**src/rtl/sauria_job_sequencer.sv**
```systemverilog
// Job sequencer for SAURIA: queues job descriptors, writes the config words and the start register,
// waits for done and reports a completion record. Optional watchdog: define SAURIA_SEQ_TIMEOUT_EN.
module sauria_job_sequencer #(
  parameter int unsigned       NUM_CFG_WORDS  = 8,
  parameter int unsigned       ADDR_W         = 32,
  parameter int unsigned       DATA_W         = 32,
  parameter logic [ADDR_W-1:0] CFG_BASE_ADDR  = '0,
  parameter logic [ADDR_W-1:0] START_ADDR     = ADDR_W'(32'h0000_0100),
  parameter int unsigned       QUEUE_DEPTH    = 2,
  parameter int unsigned       TIMEOUT_CYCLES = 1048576
) (
  input  logic                            clk_i,
  input  logic                            rst_ni,
  input  logic                            job_valid_i,
  output logic                            job_ready_o,
  input  logic [NUM_CFG_WORDS*DATA_W-1:0] job_cfg_i,
  input  logic [7:0]                      job_id_i,
  output logic                            cfg_req_o,
  input  logic                            cfg_gnt_i,
  output logic                            cfg_we_o,
  output logic [ADDR_W-1:0]               cfg_addr_o,
  output logic [DATA_W-1:0]               cfg_wdata_o,
  input  logic                            cfg_rvalid_i,
  input  logic                            cfg_err_i,
  input  logic                            sauria_done_i,
  output logic                            cmpl_valid_o,
  input  logic                            cmpl_ready_i,
  output logic [7:0]                      cmpl_id_o,
  output logic [1:0]                      cmpl_status_o,
  output logic                            busy_o,
  output logic [$clog2(QUEUE_DEPTH):0]    queue_cnt_o
);

  localparam int unsigned CfgW = NUM_CFG_WORDS * DATA_W;
  localparam int unsigned PtrW = $clog2(QUEUE_DEPTH);
  localparam int unsigned CntW = $clog2(QUEUE_DEPTH) + 1;
  localparam int unsigned KW   = (NUM_CFG_WORDS > 1) ? $clog2(NUM_CFG_WORDS) : 1;
  localparam logic [1:0]  StatOk      = 2'd0;
  localparam logic [1:0]  StatTimeout = 2'd1;
  localparam logic [1:0]  StatBusErr  = 2'd2;

  if (NUM_CFG_WORDS < 1 || QUEUE_DEPTH < 2 || TIMEOUT_CYCLES < 1) begin : g_param_check
    $error("sauria_job_sequencer: invalid parameter values");
  end

  typedef enum logic [2:0] {
    StIdle, StCfgReq, StCfgRsp, StStartReq, StStartRsp, StWaitDone, StReport
  } state_e;

  state_e state_q;

  // Job queue
  logic [CfgW-1:0] q_cfg_q [QUEUE_DEPTH];
  logic [7:0]      q_id_q  [QUEUE_DEPTH];
  logic [PtrW-1:0] wr_ptr_q, rd_ptr_q;
  logic [CntW-1:0] cnt_q, cnt_d;
  logic            ready_q;
  logic            push, pop;

  assign push = job_valid_i && ready_q;
  assign pop  = (state_q == StIdle) && (cnt_q != '0);

  always_comb begin
    cnt_d = cnt_q;
    if (push && !pop) begin
      cnt_d = cnt_q + 1'b1;
    end else if (!push && pop) begin
      cnt_d = cnt_q - 1'b1;
    end
  end

  always_ff @(posedge clk_i or negedge rst_ni) begin
    if (!rst_ni) begin
      wr_ptr_q <= '0;
      rd_ptr_q <= '0;
      cnt_q    <= '0;
      ready_q  <= 1'b0;
    end else begin
      if (push) wr_ptr_q <= wr_ptr_q + 1'b1;
      if (pop)  rd_ptr_q <= rd_ptr_q + 1'b1;
      cnt_q   <= cnt_d;
      ready_q <= (cnt_d != CntW'(QUEUE_DEPTH));
    end
  end

  always_ff @(posedge clk_i) begin
    if (push) begin
      q_cfg_q[wr_ptr_q] <= job_cfg_i;
      q_id_q[wr_ptr_q]  <= job_id_i;
    end
  end

  // Sequencer
  logic [CfgW-1:0]   job_cfg_q;
  logic [7:0]        job_id_q;
  logic [KW-1:0]     k_q, k_inc;
  logic              done_prev_q, done_flag_q, done_rise, done_armed;
  logic              cfg_req_q, cmpl_valid_q;
  logic [ADDR_W-1:0] cfg_addr_q;
  logic [DATA_W-1:0] cfg_wdata_q;
  logic [7:0]        cmpl_id_q;
  logic [1:0]        cmpl_status_q;
`ifdef SAURIA_SEQ_TIMEOUT_EN
  localparam int unsigned TmrW = $clog2(TIMEOUT_CYCLES) + 1;
  logic [TmrW-1:0] tmr_q;
`endif

  assign k_inc      = k_q + 1'b1;
  assign done_rise  = sauria_done_i && !done_prev_q;
  // Armed from START_RSP so a done coinciding with the start response is not lost.
  assign done_armed = (state_q == StStartRsp) || (state_q == StWaitDone);

  always_ff @(posedge clk_i or negedge rst_ni) begin
    if (!rst_ni) begin
      state_q       <= StIdle;
      job_cfg_q     <= '0;
      job_id_q      <= '0;
      k_q           <= '0;
      done_prev_q   <= 1'b0;
      done_flag_q   <= 1'b0;
      cfg_req_q     <= 1'b0;
      cfg_addr_q    <= '0;
      cfg_wdata_q   <= '0;
      cmpl_valid_q  <= 1'b0;
      cmpl_id_q     <= '0;
      cmpl_status_q <= '0;
`ifdef SAURIA_SEQ_TIMEOUT_EN
      tmr_q         <= '0;
`endif
    end else begin
      done_prev_q <= sauria_done_i;
      if (done_armed && done_rise) done_flag_q <= 1'b1;
      unique case (state_q)
        StIdle: begin
          if (cnt_q != '0) begin
            job_cfg_q   <= q_cfg_q[rd_ptr_q];
            job_id_q    <= q_id_q[rd_ptr_q];
            k_q         <= '0;
            done_flag_q <= 1'b0;
            cfg_req_q   <= 1'b1;
            cfg_addr_q  <= CFG_BASE_ADDR;
            cfg_wdata_q <= q_cfg_q[rd_ptr_q][DATA_W-1:0];
            state_q     <= StCfgReq;
          end
        end
        StCfgReq, StStartReq: begin
          if (cfg_gnt_i) begin
            cfg_req_q <= 1'b0;
            state_q   <= (state_q == StCfgReq) ? StCfgRsp : StStartRsp;
          end
        end
        StCfgRsp: begin
          if (cfg_rvalid_i) begin
            if (cfg_err_i) begin
              cmpl_valid_q  <= 1'b1;
              cmpl_id_q     <= job_id_q;
              cmpl_status_q <= StatBusErr;
              state_q       <= StReport;
            end else if (k_q == KW'(NUM_CFG_WORDS - 1)) begin
              cfg_req_q   <= 1'b1;
              cfg_addr_q  <= START_ADDR;
              cfg_wdata_q <= DATA_W'(1);
              state_q     <= StStartReq;
            end else begin
              k_q         <= k_inc;
              cfg_req_q   <= 1'b1;
              cfg_addr_q  <= CFG_BASE_ADDR + (ADDR_W'(k_inc) << 2);
              cfg_wdata_q <= job_cfg_q[k_inc*DATA_W +: DATA_W];
              state_q     <= StCfgReq;
            end
          end
        end
        StStartRsp: begin
          if (cfg_rvalid_i) begin
            if (cfg_err_i) begin
              cmpl_valid_q  <= 1'b1;
              cmpl_id_q     <= job_id_q;
              cmpl_status_q <= StatBusErr;
              state_q       <= StReport;
            end else begin
`ifdef SAURIA_SEQ_TIMEOUT_EN
              tmr_q <= '0;
`endif
              state_q <= StWaitDone;
            end
          end
        end
        StWaitDone: begin
          if (done_flag_q || done_rise) begin
            cmpl_valid_q  <= 1'b1;
            cmpl_id_q     <= job_id_q;
            cmpl_status_q <= StatOk;
            state_q       <= StReport;
          end
`ifdef SAURIA_SEQ_TIMEOUT_EN
          else if (tmr_q == TmrW'(TIMEOUT_CYCLES - 1)) begin
            cmpl_valid_q  <= 1'b1;
            cmpl_id_q     <= job_id_q;
            cmpl_status_q <= StatTimeout;
            state_q       <= StReport;
          end else begin
            tmr_q <= tmr_q + 1'b1;
          end
`endif
        end
        StReport: begin
          if (cmpl_ready_i) begin
            cmpl_valid_q <= 1'b0;
            state_q      <= StIdle;
          end
        end
        default: state_q <= StIdle;
      endcase
    end
  end

  assign job_ready_o   = ready_q;
  assign queue_cnt_o   = cnt_q;
  assign busy_o        = (state_q != StIdle);
  assign cfg_req_o     = cfg_req_q;
  assign cfg_we_o      = cfg_req_q;
  assign cfg_addr_o    = cfg_addr_q;
  assign cfg_wdata_o   = cfg_wdata_q;
  assign cmpl_valid_o  = cmpl_valid_q;
  assign cmpl_id_o     = cmpl_id_q;
  assign cmpl_status_o = cmpl_status_q;

endmodule

```
**config.mk**
```make
export PLATFORM = sky130hd
export DESIGN_NAME = sauria_job_sequencer
export DESIGN_NICKNAME = d
export VERILOG_FILES = /design/src/rtl/sauria_job_sequencer.sv
export SDC_FILE = /design/constraint.sdc
export NUM_CORES = 1
export LEC_CHECK = 0
export ABC_AREA = 1
export CORE_ASPECT_RATIO = 2
export CORE_MARGIN = 8
export CORE_UTILIZATION = 45
export CTS_CLUSTER_DIAMETER = 120
export CTS_CLUSTER_SIZE = 28
export DETAILED_ROUTE_END_ITERATION = 10
export PLACE_DENSITY = 0.68
export SLEW_MARGIN = 20
export SYNTH_ARGS = -nofsm -noshare
export SYNTH_HDL_FRONTEND = slang
export SYNTH_SLANG_ARGS = --single-unit
```
**constraint.sdc**
```tcl
create_clock -name clk_i -period 12 [get_ports clk_i]
set_clock_uncertainty 0.2 [all_clocks]
set_input_delay 2.4 -clock clk_i [delete_from_list [all_inputs] [get_ports clk_i]]
set_output_delay 2.4 -clock clk_i [all_outputs]
set_load 0.005 [all_outputs]
```
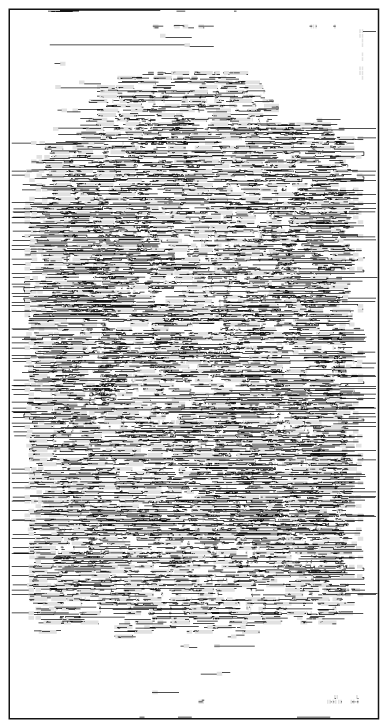
run_1/m1.png
Cells faint in the background.
main direction: horizontal
longest straight run: 106 um
wire length on this layer: 40.3 mm
share of all routed wire: 43%
total number of vias: 23300
met1 track demand over resource in global routing: 0.296
final WL: 94300 um

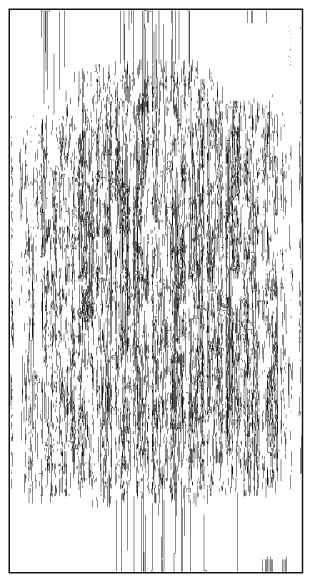
run_1/m2.png
longest straight run: 127 um
share of all routed wire: 44%
wire length on this layer: 41.6 mm
main direction: vertical
met2 capacity usage during global routing: 0.308

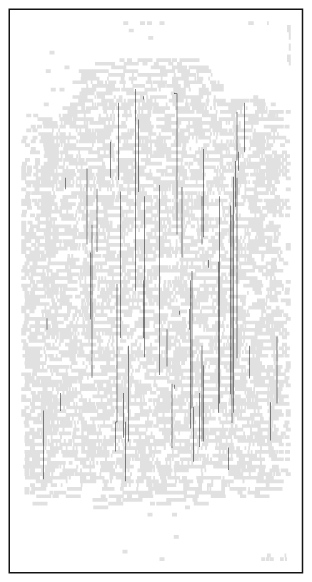
run_1/m4.png
Cells faint in the background.
longest straight run: 173 um
wire length on this layer: 3180 um
main direction: vertical
nets with wire on the layer: 40
share of all routed wire: 3.4%

==> Table 3: Implementation characteristics, run 1 <==
Implementation parameters

Parameter                              Value

STA
  Pin slew with the least headroom to its limit .................. 1.41 ns
  Final tally of setup violations .................. 0
  Final critical-path required period .................. 4.96 ns
  Max frequency .................. 0.201 GHz
  Unrepaired setup endpoints after global routing .................. false
  Max transition margin .................. 0.0616
  Final count of hold timing violations .................. 0

Power
  Leakage dissipation .................. 16.1 nW
  Maximum vdd drop .................. 0.219 mV
  Power after layout .................. 10.0 mW
  Power share of the combinational group .................. 0.393

Synthesis
  YS warnings .................. 0
  Unique cell types .................. 34
  Mapped Avg Cell Area .................. 11.5 um2
  Multiplexer area fraction after synthesis .................. 0
  Synthesized chip area reported by yosys .................. 35600 um2
  Yosys stat cell total .................. 3090
  Synth Area in XOR/XNOR .................. 0.000493
  Count of state elements after synthesis .................. 852
  Simple-Gate Fraction of Synth Area .................. 0.165

Global routing
  Total global routing track utilization .................. 0.208
  Wire length of the first global-routing pass .................. 142000 um
  Pin count of the biggest net entering global routing .................. 186
  Antenna violations before repair .................. 13
  Overflow left after global routing .................. 0
  Most Used Layer, Global Route .................. met2

Place
  Setup slack after placement .................. 6.51 ns
  Input/output buffers .................. 323
  Final Wtd Congestion .................. 0.807
  HPWL Detailed .................. 61700 um

Finish
  Top cell excl fill/tap .................. nand2_1
  Filler instances .................. 6830
  Final cell utilization of the core .................. 0.512
  Top logic cells by instance count in the layout .................. nand2_1 (638), nor2_1 (567), edfxtp_1 (528)
  Count of placed standard cells in the final layout, fillers left out .................. 4361
  Final layout net count .................. 3569
  Largest register by flop count .................. q_cfg_q

Floorplan
  Number of cell rows .................. 146
  Vertical extent of the die .................. 414 um
  Floorplan Utilization .................. 0.452
  Placeable core region .................. 78700 um2

Clock network
  Number of buffers inserted during clock tree synthesis .................. 36
  Maximum level of the CTS H-tree .................. 2
  Count of instances resized after the clock tree is built .................. 0
  Sinks on the clock net .................. 852
  Clock-pin slew on the worst setup and hold paths .................. 0.11 ns
  Post-CTS Hold Buffers .................. 0

Detailed routing
  Routed wire length on met3 .................. 9170 um
  Initial DRC Count .................. 2168
  Amount of wire on met2 after detailed routing .................. 41600 um

Status
  Outcome .................. complete, no violations

Critical path
  Endpoint kind of the worst setup timing path .................. flip-flop
  CP cell instances .................. clkdlybuf4s50_1 -> nand2_1 -> nor2_4 -> buf_12
  Path type of the worst setup path .................. in2reg
  Peak per-stage delay on the critical path .................. 0.79 ns
  CP Data Arrival Time .................. 4.96 ns
  Top fanout value on the critical path .................. 164

Job
  Total number of warnings across the stage logs .................. 42
  Maxcap violations .................. 0

Worst hold path
  Class of the worst hold path .................. reg2reg
-- run 1: path summary, 6_finish.rpt --
check / startpoint / endpoint / slack [ns] / depth (start not counted)
max reg2reg: k_q[0] / cfg_wdata_o[18] / 7.81 / 8
min reg2reg: job_cfg_q[0] / job_cfg_q[0] / 0.29 / 2
max: job_valid_i / q_cfg_q[0][183] / 7.04 / 4
max in group asynchronous: rst_ni / k_q[0] / 7.75 / 3
min in group asynchronous: rst_ni / job_cfg_q[175] / 1.61 / 1
min: job_cfg_q[0] / job_cfg_q[0] / 0.29 / 2
-- run 1: power by group through the flow --
stage                     sequential [mW]  combinational (mW)  clock [mW]
after floorplan                      4.67                3.01           0
after global placement               4.64                3.88           0
after CTS                            4.60                3.98        1.51
after detailed placement             4.66                3.97           0
final                                4.61                3.94        1.48
after global routing                 4.71                4.39        1.60
-- run 1: worst min-delay path: stages (launching register included) --
cell and delay [ns]:
dfrtp_1 0.37, nand2_1 0.06, nand2_1 0.05
-- run 1: Yosys cell counts (all sizes together) --
cell type	n	area share
o211ai	2	0.00042
nand2	644	0.069
edfxtp	528	0.45
o31ai	232	0.084
clkbuf	58	0.0061
ha	3	0.0011
or2	31	0.0055
inv	219	0.023
a211oi	1	0.00021
nand3	204	0.029
dfrtp	324	0.23
o21ai	82	0.012
conb	1	0.00011
a21oi	34	0.0051
xor2	2	0.00049
nor3	2	0.00028
nor2	573	0.061
buf	150	0.028
-- run 1: cell type report --
class | instances | area, um2 | share of cell area
multi-input cells | 1839 | 9690 | 0.240
flip-flops and latches | 852 | 24000 | 0.595
clock inverters | 3 | 33.8 | 0.000838
repair buffers | 346 | 3460 | 0.0859
clock buffers | 61 | 1020 | 0.0252
well taps | 1036 | 1300 | 0.0322
diodes | 5 | 12.5 | 0.000310
inverters | 219 | 832 | 0.0206
## Run 2: what changed since run 1
==> constraint.sdc (replaced) <==
create_clock -name clk_i -period 3.97 [get_ports clk_i]
set_clock_uncertainty 0.2 [all_clocks]
set_input_delay 0.794 -clock clk_i [delete_from_list [all_inputs] [get_ports clk_i]]
set_output_delay 0.794 -clock clk_i [all_outputs]
set_load 0.005 [all_outputs]
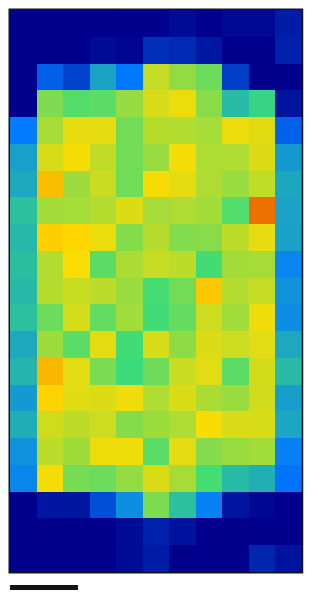
run_2/util_map.png
Scale bar: 50 um. The die is cut into 11 by 21 equal tiles; dark blue is low, red is high, 0 to 100% covered.
tiles over 75% full: 3.0%
fullest tile: 87%
nearly empty tiles: 16%
mean over tiles: 44%
placeable core region: 78700 um2
final cell utilization of the core: 0.517
Floorplan Utilization: 0.452

==> run 2 against run 1 <==
  * Final cell count is 0.66% higher
  * Critical path depth shrank 1
  * Core utilization rose by 0.51 points
  * Combinational power went up to 3.1 times the previous value
==> Table 3: Implementation characteristics, run 2 <==
Implementation parameters

Parameter                              Value

Status
  Outcome .................. complete, no violations (unchanged)

Synthesis
  Mapped Avg Cell Area .................. 11.5 um2 (unchanged)
  Compound-gate portion of the synthesized area .................. 0.102 (unchanged)
  Async S/R FF share, synth .................. 0.380 (unchanged)
  Simple-Gate Fraction of Synth Area .................. 0.165 (unchanged)
  YS warnings .................. 0 (unchanged)
  Most frequent cells after synthesis .................. nand2_1 (638), nor2_1 (569), edfxtp_1 (528), dfrtp_1 (324), inv_1 (210) (unchanged)
  Number of enable flip-flop cells .................. 528 (unchanged)
  Multiplexer area fraction after synthesis .................. 0 (unchanged)
  Cell taking the most area after synthesis .................. edfxtp_1 (unchanged)
  Library cell with the highest instance count after synthesis .................. nand2_1 (unchanged)
  Most common reg cell .................. edfxtp_1 (unchanged)
  Top cells by area in the synthesized netlist .................. edfxtp_1 (45%), dfrtp_1 (23%), o31ai_2 (7.3%), nand2_1 (6.7%), nor2_1 (6.0%) (unchanged)
  Area share of fa/ha/maj cells after synthesis .................. 0.00106 (unchanged)
  Yosys stat cell total .................. 3090 (unchanged)
  Count of state elements after synthesis .................. 852 (unchanged)
  Portion of synthesized cell area occupied by the leading cell type .................. 0.446 (unchanged)
  Synth Area in XOR/XNOR .................. 0.000493 (unchanged)
  Unique cell types .................. 34 (unchanged)
  Synthesized chip area reported by yosys .................. 35600 um2 (unchanged)

Global routing
  Total global routing track utilization .................. 0.212 (was 0.208)
  Wire length of the first global-routing pass .................. 145000 um (was 142000 um)
  Antenna violations before repair .................. 15 (was 13)
  Overflow left after global routing .................. 0 (unchanged)
  Pin count of the biggest net entering global routing .................. 164 (was 186)

Power
  Maximum vdd drop .................. 0.502 mV (was 0.219 mV)
  Switching Fraction .................. 0.392 (was 0.393)
  Power share of the combinational group .................. 0.404 (was 0.393)
  Leakage dissipation .................. 16.2 nW (was 16.1 nW)
  Power after layout .................. 30.6 mW (was 10.0 mW)
  Seq pwr share .................. 0.450 (was 0.460)

STA
  Max frequency .................. 0.330 GHz
  Unrepaired setup endpoints after global routing .................. false (unchanged)
  Max transition margin .................. 0.355 (was 0.0616)
  Final count of hold timing violations .................. 0 (unchanged)
  Final tally of setup violations .................. 0 (unchanged)
  Setup slack after layout .................. 0.942 ns (was 7.04 ns)
  Final critical-path required period .................. 3.03 ns
  Fin Setup TNS .................. 0 ns (unchanged)
  Pin slew with the least headroom to its limit .................. 0.964 ns (was 1.41 ns)

Place
  Cell area after placement .................. 39700 um2 (was 39300 um2)
  Input/output buffers .................. 323 (unchanged)
  Setup slack after placement .................. 0.995 ns (was 6.51 ns)
  Final Wtd Congestion .................. 0.897 (was 0.807)
  HPWL Detailed .................. 64300 um (was 61700 um)

Critical path
  Top fanout value on the critical path .................. 9 (was 164)
  CP Data Arrival Time .................. 2.03 ns (was 4.96 ns)
  Stages on worst setup path .................. 3 (was 4)
  Path type of the worst setup path .................. reg2out (was in2reg)
  Worst reg2reg path depth .................. 7 (was 8)
  Family with the most delay on the worst path .................. buffers and inverters (unchanged)
  Register-to-register setup slack .................. 1.08 ns (was 7.81 ns)
  Required time reported for the critical path endpoint .................. 2.98 ns (was 12.00 ns)
  CP cell instances .................. inv_2 -> nand2_2 -> clkdlybuf4s50_1 (was clkdlybuf4s50_1 -> nand2_1 -> nor2_4 -> buf_12)
  Capture instance of the worst register-to-register path .................. cfg_wdata_o[8] (was cfg_wdata_o[18])
  Endpoint kind of the worst setup timing path .................. output pin (was flip-flop)
  Critical register-to-register path startpoint .................. k_q[0] (unchanged)
  Peak per-stage delay on the critical path .................. 0.54 ns (was 0.79 ns)

Clock network
  Post-CTS Hold Buffers .................. 0 (unchanged)
  Number of buffers inserted during clock tree synthesis .................. 36 (unchanged)
  Sinks on the clock net .................. 852 (unchanged)
  Clock-pin slew on the worst setup and hold paths .................. 0.11 ns (about the same)
  Maximum level of the CTS H-tree .................. 2 (unchanged)
  Count of instances resized after the clock tree is built .................. 0 (unchanged)

Detailed routing
  Initial DRC Count .................. 2219 (was 2168)
  Final WL .................. 95200 um (was 94300 um)
  Total number of vias .................. 23400 (was 23300)
  First-pass iteration count of the detailed router .................. 5 (unchanged)

Floorplan
  Die X .................. 215 um (unchanged)
  Number of cell rows .................. 146 (unchanged)
  DIE AREA .................. 88800 um2 (unchanged)
  Vertical extent of the die .................. 414 um (unchanged)

Job
  Total number of warnings across the stage logs .................. 33 (was 42)
  Maxcap violations .................. 0 (unchanged)

Finish
  Count of placed standard cells in the final layout, fillers left out .................. 4390 (was 4361)
  Largest register by flop count .................. q_cfg_q (unchanged)
  Top cell excl fill/tap .................. nand2_1 (unchanged)
  Top logic cells by instance count in the layout .................. nand2_1 (637), nor2_1 (567), edfxtp_1 (528) (was nand2_1 (638), nor2_1 (567), edfxtp_1 (528))
  Final layout net count .................. 3595 (was 3569)

Worst hold path
  Class of the worst hold path .................. in2async (was reg2reg)
[run 2: cell count changes in the layout (fill, tap and decap cells not counted), sizes merged]
cell / previous run / this run
inv: 222 / 220
diode: 5 / 8
buf: 24 / 50
clkbuf: 61 / 63
[run 2: worst max-delay path by stage]
stage                startpoint              end  slack (ns)
floorplan           job_valid_i    q_cfg_q[0][0]       -1.43
global placement    job_valid_i  q_cfg_q[0][106]        1.02
detailed placement  job_valid_i  q_cfg_q[0][106]        0.99
CTS                  state_q[2]           busy_o        0.93
global route         state_q[2]           busy_o        0.87
finish               state_q[2]           busy_o        0.94
[run 2: power groups by stage]
stage / registers (mW) / logic [mW] / clock network [mW]
3_3_place_gp: 13.9 / 12.2 / 0
6_report: 13.8 / 12.4 / 4.48
3_5_place_dp: 13.9 / 12.5 / 0
5_1_grt: 14.0 / 13.7 / 4.86
2_1_floorplan: 13.7 / 9.10 / 0
4_1_cts: 13.8 / 12.5 / 4.58
[run 2: final cells by class]
| cell class | instances | area, um2 |
|---|---|---|
| timing repair buffer | 372 | 3860 |
| multi-input combinational | 1839 | 9710 |
| clock buffer | 63 | 1020 |
| sequential | 852 | 24000 |
| antenna | 8 | 20.0 |
| inverter | 219 | 832 |
| clock inverter | 1 | 16.3 |
| fill | 6844 | 38000 |
| tap | 1036 | 1300 |
[run 2: cells by family after synthesis]
| logic type | count (synthesis) |
|---|---|
| other cells | 1 |
| buf+inv | 427 |
| flops | 852 |
| fa+ha+maj | 3 |
| compound gates | 351 |
| simple gates | 1454 |
| xor+xnor | 2 |
[run 2: routing by layer]
metal,track usage,wire length (um)
met1,0.300,41800
met2,0.323,42100
met3,0.0522,8400
met4,0.0637,2840
met5,0,84
## Run 3: what changed since run 2
==> constraint.sdc (replaced) <==
create_clock -name clk_i -period 2.5 [get_ports clk_i]
set_clock_uncertainty 0.2 [all_clocks]
set_input_delay 0.5 -clock clk_i [delete_from_list [all_inputs] [get_ports clk_i]]
set_output_delay 0.5 -clock clk_i [all_outputs]
set_load 0.005 [all_outputs]
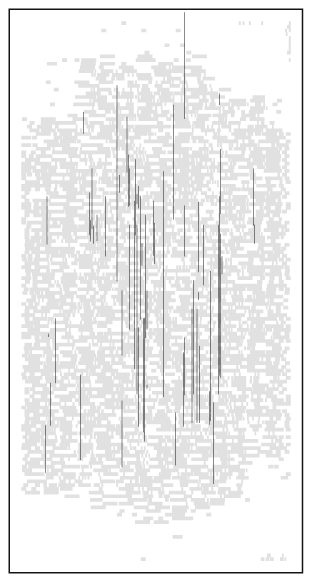
run_3/m4.png
Cells faint in the background.
share of all routed wire: 3.4%
longest straight run: 166 um
total number of vias: 23500
final WL: 96500 um

==> run 3 against run 2 <==
  * Global-route usage rose by 0.15 points
  * Synthesized cell count is the same
  * First-iteration DRC count is 8.4% lower
  * Via count grew 0.57%
  * Total power increased by 64%
  * Combinational power rose by 71%
  * Final cell count is 1.4% higher
  * Sequential share of layout area decreased by 1.3 points
  * Final area increased by 2.3%
  * Wire length increased by 1.3%
  * Die area unchanged
  * Hold slack better by 0.12 ns
  * Largest cell class unchanged
  * Largest power group unchanged
==> Table 3: Implementation characteristics, run 3 <==
Implementation parameters

Parameter                              Value

Status
  Outcome .................. complete, no violations (unchanged)

Synthesis
  Unique cell types .................. 34 (unchanged)
  Most frequent cells after synthesis .................. nand2_1 (638), nor2_1 (569), edfxtp_1 (528), dfrtp_1 (324), inv_1 (210) (unchanged)
  Synthesized area .................. 35600 um2 (unchanged)
  Library cell with the highest instance count after synthesis .................. nand2_1 (unchanged)
  Synth Instances .................. 3090 (unchanged)
  Number of enable flip-flop cells .................. 528 (unchanged)
  Count of state elements after synthesis .................. 852 (unchanged)
  Cell taking the most area after synthesis .................. edfxtp_1 (unchanged)
  Most common reg cell .................. edfxtp_1 (unchanged)
  Portion of synthesized cell area occupied by the leading cell type .................. 0.446 (unchanged)
  Synthesized chip area reported by yosys .................. 35600 um2 (unchanged)
  Yosys stat cell total .................. 3090 (unchanged)
  YS warnings .................. 0 (unchanged)
  Mapped Avg Cell Area .................. 11.5 um2 (unchanged)
  Top cells by area in the synthesized netlist .................. edfxtp_1 (45%), dfrtp_1 (23%), o31ai_2 (7.3%), nand2_1 (6.7%), nor2_1 (6.0%) (unchanged)
  Async S/R FF share, synth .................. 0.380 (unchanged)

Global routing
  Met3 track demand over resource in global routing .................. 0.0497 (was 0.0522)
  Antenna violations before repair .................. 8 (was 15)
  Total global routing track utilization .................. 0.214 (was 0.212)
  Overflow left after global routing .................. 0 (unchanged)
  Met1 track demand over resource in global routing .................. 0.301 (was 0.300)
  Wire length of the first global-routing pass .................. 145000 um (about the same)
  Met2 capacity usage during global routing .................. 0.325 (was 0.323)
  Pin count of the biggest net entering global routing .................. 92 (was 164)
  Most Used Layer, Global Route .................. met2 (unchanged)

STA
  Max transition margin .................. 0.358 (was 0.355)
  Final critical-path required period .................. 2.33 ns
  Unrepaired setup endpoints after global routing .................. false (unchanged)
  Fin Setup TNS .................. 0 ns (unchanged)
  Max frequency .................. 0.429 GHz
  Period Utilization, post-route .................. 0.933
  Final count of hold timing violations .................. 0 (unchanged)
  Pin slew with the least headroom to its limit .................. 0.960 ns (was 0.964 ns)
  Final tally of setup violations .................. 0 (unchanged)
  Setup slack after layout .................. 0.169 ns (was 0.942 ns)

Critical path
  CP Data Arrival Time .................. 1.63 ns (was 2.03 ns)
  Path type of the worst setup path .................. reg2out (unchanged)
  Top fanout value on the critical path .................. 2 (was 9)
  Family with the most delay on the worst path .................. buffers and inverters (unchanged)
  Worst reg2reg path depth .................. 6 (was 7)
  Capture instance of the worst register-to-register path .................. cfg_wdata_o[21] (was cfg_wdata_o[8])
  CP cell instances .................. clkdlybuf4s50_1 (was inv_2 -> nand2_2 -> clkdlybuf4s50_1)
  Endpoint kind of the worst setup timing path .................. output pin (unchanged)
  Worst setup path startpoint .................. cfg_wdata_o[7] (was state_q[2])
  Required time reported for the critical path endpoint .................. 1.80 ns (was 2.98 ns)
  Stages on worst setup path .................. 1 (was 3)
  Critical register-to-register path startpoint .................. k_q[0] (unchanged)
  Peak per-stage delay on the critical path .................. 0.56 ns (was 0.54 ns)
  Register-to-register setup slack .................. 0.20 ns (was 1.08 ns)

Clock network
  CTS root buffer .................. clkbuf_16 (unchanged)
  Number of buffers inserted during clock tree synthesis .................. 36 (unchanged)
  Max Root-Sink Buffers .................. 3 (unchanged)
  Clock-pin slew on the worst setup and hold paths .................. 0.11 ns (about the same)
  TritonCTS clock tree .................. built (unchanged)
  Sinks on the clock net .................. 852 (unchanged)
  Maximum level of the CTS H-tree .................. 2 (unchanged)
  Latency at later pin .................. 0.60 ns (was 0.61 ns)

Detailed routing
  Amount of wire on met2 after detailed routing .................. 42900 um (was 42100 um)
  Met1 Wirelength .................. 41800 um (about the same)
  Routed wire length on met3 .................. 8430 um (was 8400 um)
  First-pass iteration count of the detailed router .................. 7 (was 5)
  Initial DRC Count .................. 2032 (was 2219)
  Highest metal layer used by the detailed router .................. met5 (unchanged)

Finish
  Largest register by flop count .................. q_cfg_q (unchanged)
  Final layout net count .................. 3659 (was 3595)
  Filler instances .................. 6761 (was 6844)
  Final cell utilization of the core .................. 0.529 (was 0.517)
  Count of placed standard cells in the final layout, fillers left out .................. 4452 (was 4390)
  Top logic cells by instance count in the layout .................. nand2_1 (637), nor2_1 (567), edfxtp_1 (528) (unchanged)
  Top cell excl fill/tap .................. nand2_1 (unchanged)

Job
  Total number of warnings across the stage logs .................. 27 (was 33)
  Maxcap violations .................. 0 (unchanged)

Floorplan
  Placeable core region .................. 78700 um2 (unchanged)
  Vertical extent of the die .................. 414 um (unchanged)
  Floorplan Utilization .................. 0.452 (unchanged)
  Number of cell rows .................. 146 (unchanged)
  DIE AREA .................. 88800 um2 (unchanged)
  Die X .................. 215 um (unchanged)

Power
  Power after layout .................. 50.2 mW (was 30.6 mW)
  Maximum vdd drop .................. 0.721 mV (was 0.502 mV)
  Leakage dissipation .................. 16.7 nW (was 16.2 nW)

Place
  Cell area after placement .................. 40600 um2 (was 39700 um2)
  Placed Instances .................. 4378 (was 4318)
  HPWL Detailed .................. 68600 um (was 64300 um)
  Setup slack after placement .................. -0.0703 ns (was 0.995 ns)
  Input/output buffers .................. 323 (unchanged)
  Final Wtd Congestion .................. 0.849 (was 0.897)

Worst hold path
  Class of the worst hold path .................. in2async (unchanged)
==> run 3: layout make-up <==
type                            count  area, um2  share of cell area
Sequential cell                   852      24000               0.575
Multi-Input combinational cell   1839       9720               0.233
Timing Repair Buffer              436       4780               0.115
Tap cell                         1036       1300              0.0311
Clock buffer                       63       1020              0.0246
Inverter                          219        835              0.0200
Clock inverter                      3       33.8            0.000811
Antenna cell                        4       10.0            0.000240
==> run 3: worst max path at each step <==
stage | endpoint | slack [ns]
final | cfg_wdata_o[7] | 0.17
after detailed placement | k_q[1] | -0.07
after CTS | cfg_wdata_o[7] | 0.16
after global placement | k_q[1] | -0.05
after global routing | k_q[1] | 0.04
after floorplan | q_cfg_q[0][0] | -2.60
==> run 3: cells by family (layout without fill, tap and decap cells) <==
| logic type | count (synthesis) | count (layout) | synth area share |
|---|---|---|---|
| flops | 852 | 852 | 0.674 |
| other cells | 1 | 33 | 0.000105 |
| xor+xnor | 2 | 2 | 0.000493 |
| fa+ha+maj | 3 | 3 | 0.00106 |
| simple gates | 1454 | 1454 | 0.165 |
| buf+inv | 427 | 721 | 0.0576 |
| compound gates | 351 | 351 | 0.102 |
==> run 3: repair_timing <==
item | in CTS | in global routing
hold endpoints to repair | 324 | 0
buffers inserted | 3 | 0
gates resized | 7 | 0
endpoints found under the setup margin | 1 | 0
hold buffers | 1 | 0
==> run 3: worst reg2reg max path, stage by stage (launching register included) <==
cell and delay (ns):
dfrtp_4 0.55, ha_4 0.49, buf_4 0.37, nand3_1 0.22
nand3_1 0.13, nand3_1 0.07, a21oi_1 0.20
==> run 3: power by group <==
group / switching (mW) / internal, mW
logic: 13.1 / 8.09
registers: 2.11 / 19.8
clock network: 4.27 / 2.87
total: 19.5 / 30.8
Power and IR drop assume default switching activity.
